## src/rtl/lut_config_loader_if.sv

```systemverilog
// Bitstream stream handshake between the fabric port and the loader.
// master drives bs_data/bs_valid, slave returns bs_ready.
interface lut_config_loader_if #(
  parameter int IN_WIDTH = 1
) ();
  logic [IN_WIDTH-1:0] bs_data;
  logic                bs_valid;
  logic                bs_ready;

  modport master (
    output bs_data,
    output bs_valid,
    input  bs_ready
  );

  modport slave (
    input  bs_data,
    input  bs_valid,
    output bs_ready
  );
endinterface

```

## src/rtl/lut_config_loader.sv

```systemverilog
// Assembles a bitstream into MEM_SIZE-bit words and writes them to LUT 0..N-1.
// Ports: cclk/crst/start, bs (stream slave), config_out, one-hot cen, busy, done.
module lut_config_loader #(
  parameter int MEM_SIZE = 16,
  parameter int NUM_LUTS = 4,
  parameter int IN_WIDTH = 1
) (
  input  logic                cclk,
  input  logic                crst,
  input  logic                start,
  lut_config_loader_if.slave  bs,
  output logic [MEM_SIZE-1:0] config_out,
  output logic [NUM_LUTS-1:0] cen,
  output logic                busy,
  output logic                done
);

  localparam int BEATS = MEM_SIZE / IN_WIDTH;
  localparam int CW    = $clog2(BEATS + 1);
  localparam int IW    = (NUM_LUTS > 1) ? $clog2(NUM_LUTS) : 1;

  localparam logic [CW-1:0] LAST_BEAT = CW'(BEATS - 1);
  localparam logic [IW-1:0] LAST_LUT  = IW'(NUM_LUTS - 1);

  generate
    if (MEM_SIZE % IN_WIDTH != 0) begin : g_bad_width
      $error("MEM_SIZE must be a multiple of IN_WIDTH");
    end
  endgenerate

  typedef enum logic [1:0] {
    IDLE,
    LOAD,
    WRITE,
    DONE
  } state_t;

  state_t        state;
  logic [CW-1:0] beat;
  logic [IW-1:0] idx;

  logic [MEM_SIZE-1:0] shift_nxt;
  logic                accept;

  // First beat of a word ends up in the MSBs.
  generate
    if (IN_WIDTH == MEM_SIZE) begin : g_full
      assign shift_nxt = bs.bs_data;
    end else begin : g_shift
      assign shift_nxt = {config_out[MEM_SIZE-IN_WIDTH-1:0], bs.bs_data};
    end
  endgenerate

  assign accept = bs.bs_valid && bs.bs_ready;

  always_ff @(posedge cclk) begin
    if (crst) begin
      state       <= IDLE;
      beat        <= '0;
      idx         <= '0;
      config_out  <= '0;
      cen         <= '0;
      bs.bs_ready <= 1'b0;
      busy        <= 1'b0;
      done        <= 1'b0;
    end else begin
      unique case (state)
        IDLE: begin
          cen  <= '0;
          done <= 1'b0;
          if (start) begin
            state       <= LOAD;
            beat        <= '0;
            idx         <= '0;
            busy        <= 1'b1;
            bs.bs_ready <= 1'b1;
          end
        end
        LOAD: begin
          if (accept) begin
            config_out <= shift_nxt;
            beat       <= beat + CW'(1);
            if (beat == LAST_BEAT) begin
              state       <= WRITE;
              bs.bs_ready <= 1'b0;
              cen         <= NUM_LUTS'(1) << idx;
            end
          end
        end
        WRITE: begin
          cen  <= '0;
          beat <= '0;
          if (idx == LAST_LUT) begin
            state <= DONE;
            busy  <= 1'b0;
            done  <= 1'b1;
          end else begin
            idx         <= idx + IW'(1);
            state       <= LOAD;
            bs.bs_ready <= 1'b1;
          end
        end
        DONE: begin
          done  <= 1'b0;
          state <= IDLE;
        end
        default: begin
          state <= IDLE;
        end
      endcase
    end
  end

endmodule

```

## src/flat_wrapper.sv

```systemverilog
// flat-port wrapper written by rule: the top's interface ports become plain ports
module lut_config_loader_flat 
#(
  parameter int MEM_SIZE = 16,
  parameter int NUM_LUTS = 4,
  parameter int IN_WIDTH = 1
)
  (cclk, crst, start, config_out, cen, busy, done, bs_bs_data, bs_bs_valid, bs_bs_ready);
  lut_config_loader_if #(.IN_WIDTH(IN_WIDTH)) bs_i ();
  input  logic cclk;
  input  logic crst;
  input  logic start;
  output logic [MEM_SIZE-1:0] config_out;
  output logic [NUM_LUTS-1:0] cen;
  output logic busy;
  output logic done;
  input wire logic [$bits(bs_i.bs_data)-1:0] bs_bs_data;
  input wire logic [$bits(bs_i.bs_valid)-1:0] bs_bs_valid;
  output wire logic [$bits(bs_i.bs_ready)-1:0] bs_bs_ready;
  assign bs_i.bs_data = bs_bs_data;
  assign bs_i.bs_valid = bs_bs_valid;
  assign bs_bs_ready = bs_i.bs_ready;
  lut_config_loader #(.MEM_SIZE(MEM_SIZE), .NUM_LUTS(NUM_LUTS), .IN_WIDTH(IN_WIDTH)) u_core (.cclk(cclk), .crst(crst), .start(start), .bs(bs_i), .config_out(config_out), .cen(cen), .busy(busy), .done(done));
endmodule
```

## config.mk

```make
export PLATFORM = sky130hd
export DESIGN_NAME = lut_config_loader_flat
export DESIGN_NICKNAME = d
export VERILOG_FILES = /design/src/rtl/lut_config_loader_if.sv /design/src/rtl/lut_config_loader.sv /design/src/flat_wrapper.sv
export SDC_FILE = /design/constraint.sdc
export NUM_CORES = 1
export LEC_CHECK = 0
export CORE_UTILIZATION = 45
export DETAILED_ROUTE_END_ITERATION = 8
export PLACE_DENSITY_LB_ADDON = 0.2
export SYNTH_ARGS = -nofsm -noshare
export SYNTH_HDL_FRONTEND = slang
export SYNTH_SLANG_ARGS = --single-unit
```

## constraint.sdc

```tcl
create_clock -name cclk -period 2.7 [get_ports cclk]
set_clock_uncertainty 0.2 [all_clocks]
set_input_delay 0.675 -clock cclk [delete_from_list [all_inputs] [get_ports cclk]]
set_output_delay 0.675 -clock cclk [all_outputs]
set_load 0.03 [all_outputs]
```

==> run summary <==
Implementation results.

The run finished with clean final reports. For this run, asynchronously set or reset flops after synthesis account for 0%. Summed over all failing endpoints, the final setup total negative slack is 0 ns. The launching instance or port of the critical path is u_core.bs.bs_ready$_SDFFE_PP0P_. The die height is 58.6 um.

The overall routed net length is 2.77 mm. The clock buffer and inverter area fraction after layout is 3.58%. The non-clock inverter instance count of the final layout is 6.

The worst hold endpoint is u_core.config_out[15]$_SDFFE_PP0P_. For this block, wires on met1 add up to 1.27 mm. The estimated wirelength of the detail-placed design is 2.03 mm. STA classifies the critical path endpoint as an output port.

STA puts the critical path data arrival time at 1.45 ns. The switching power of the nets is 0.426 mW. Total power for the finished layout comes to 1.24 mW. The top cell class by occupied area is logic gates. The floorplan-stage core utilization is 47.2%. The number of hold buffers added after cts is 0. The antenna diode instance count is 0. After routing the design area is 1820 sq um. The hold violation total from the final report is 0. The number of enable flip-flop cells is 0. The worst min-delay path class is flop to flop.

In the final layout, multi-input gates take up 40.7% of the cell area. The number of buffers added for setup after CTS is 0. The multi-input combinational cell count is 129. Before CTS, the worst setup slack after placement is 0.224 ns. In this design, the largest share of critical-path delay is due to buffers and inverters. The layout report lists the multi-input gate area as 739 sq um. Yosys reports that the leading cell type by area covers 44.5% of the netlist area.
power groups by stage:
| stage | Clock (mW) | Sequential [mW] | Combinational, mW |
|---|---|---|---|
| final | 0.296 | 0.541 | 0.402 |
| after global routing | 0.326 | 0.550 | 0.447 |
| after CTS | 0.307 | 0.541 | 0.400 |
| after detailed placement | 0 | 0.552 | 0.399 |
| after global placement | 0 | 0.549 | 0.384 |
| after floorplan | 0 | 0.577 | 0.273 |
worst register-to-register path: stages (launching register included):
cell and delay, ns:
sky130_fd_sc_hd__dfxtp_1 0.38, sky130_fd_sc_hd__ha_1 0.20, sky130_fd_sc_hd__and3_1 0.17, sky130_fd_sc_hd__ha_1 0.15, sky130_fd_sc_hd__nand3_1 0.17, sky130_fd_sc_hd__a211oi_2 0.43, sky130_fd_sc_hd__nand3_1 0.15, sky130_fd_sc_hd__a21oi_1 0.18
state kept, by name (all words and copies together) (netlist names):
name / cells
u_core.busy: 1
u_core.bs.bs_ready: 1
u_core.cen: 4
u_core.state: 2
u_core.config_out: 16
u_core.beat: 5
u_core.done: 1
u_core.idx: 2
layout by cell type (no fill, tap or decap), drive strengths merged:
master          n
or3             1
inv             6
dfxtp          32
a211o           1
nand2          41
and3            2
a311oi          1
a2111oi         1
nand3           7
a22oi           2
ha             10
o21ai           5
nand4b          1
nor2            9
clkdlybuf4s50  27
clkbuf          7
a31oi           1
or2b            1
and2            2
and2b           1
nand2b          4
o31ai           1
mux2i           1
nor2b           2
nor3            4
a211oi          2
nor4            1
a21oi          28
buf             3
kinds of logic after synthesis:
family                     synth area share, %
AOI/OAI and AO/OA                         17.7
adders and majority gates                 8.69
buffers and inverters                     4.17
DFF                                       44.5
muxes                                    0.695
and+or+nand+nor                           24.2
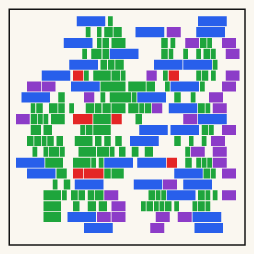
Figure 1: placement by cell class.
Drawn at 4 px/um.
- green: combinational and other logic (cells 135)
- blue: flops (cells 32)
- purple: other buffers and delay cells (cells 30)
- red: clock drivers and dummy loads (cells 7)

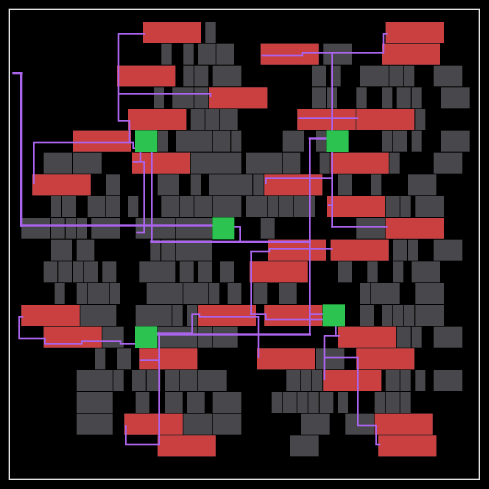
Figure 2: clock distribution.
Drawn at 8 px/um.
- purple: clock wires (length 390 um)
- red: flip-flops (count 32)
- green: clock drivers (count 5)
- routed clock nets: 6
- flops lie: spread over the die
clock network fraction of total power: 23.9%
clk_lat worst skew: 0.32 ns
Clock net power: 0.296 mW

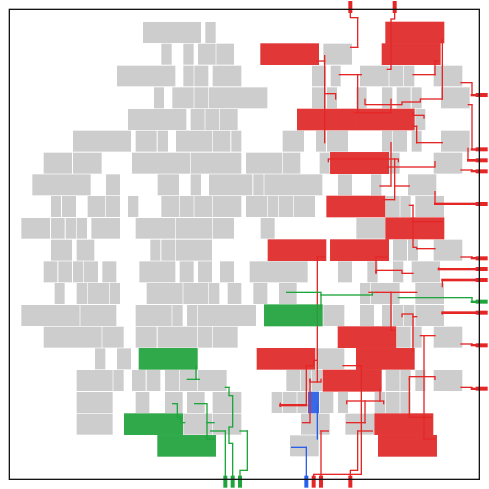
Figure 3: I/O nets highlighted.
Drawn at 8 px/um.
- red: config_out (direction output; edge 11 right, 3 bottom, 2 top; end cells 16; buffers 16; wire 299 um)
- blue: bs_bs_data (direction input; edge bottom; end cells 1; buffers 1; wire 9.80 um)
- green: cen (direction output; edge 3 bottom, 1 right; end cells 4; buffers 4; wire 66.2 um)
number of primary I/O pins: 28
IO Port Bufs: 27

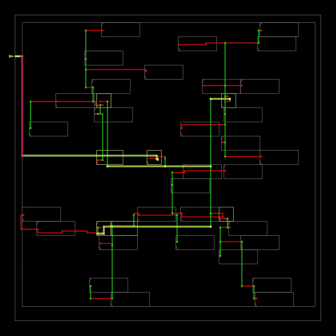
Figure 4: clock nets.
clock sink count: 32
flop count: 32
number of buffers added by the clock tree synthesis step: 5

Power and IR drop assume default switching activity.
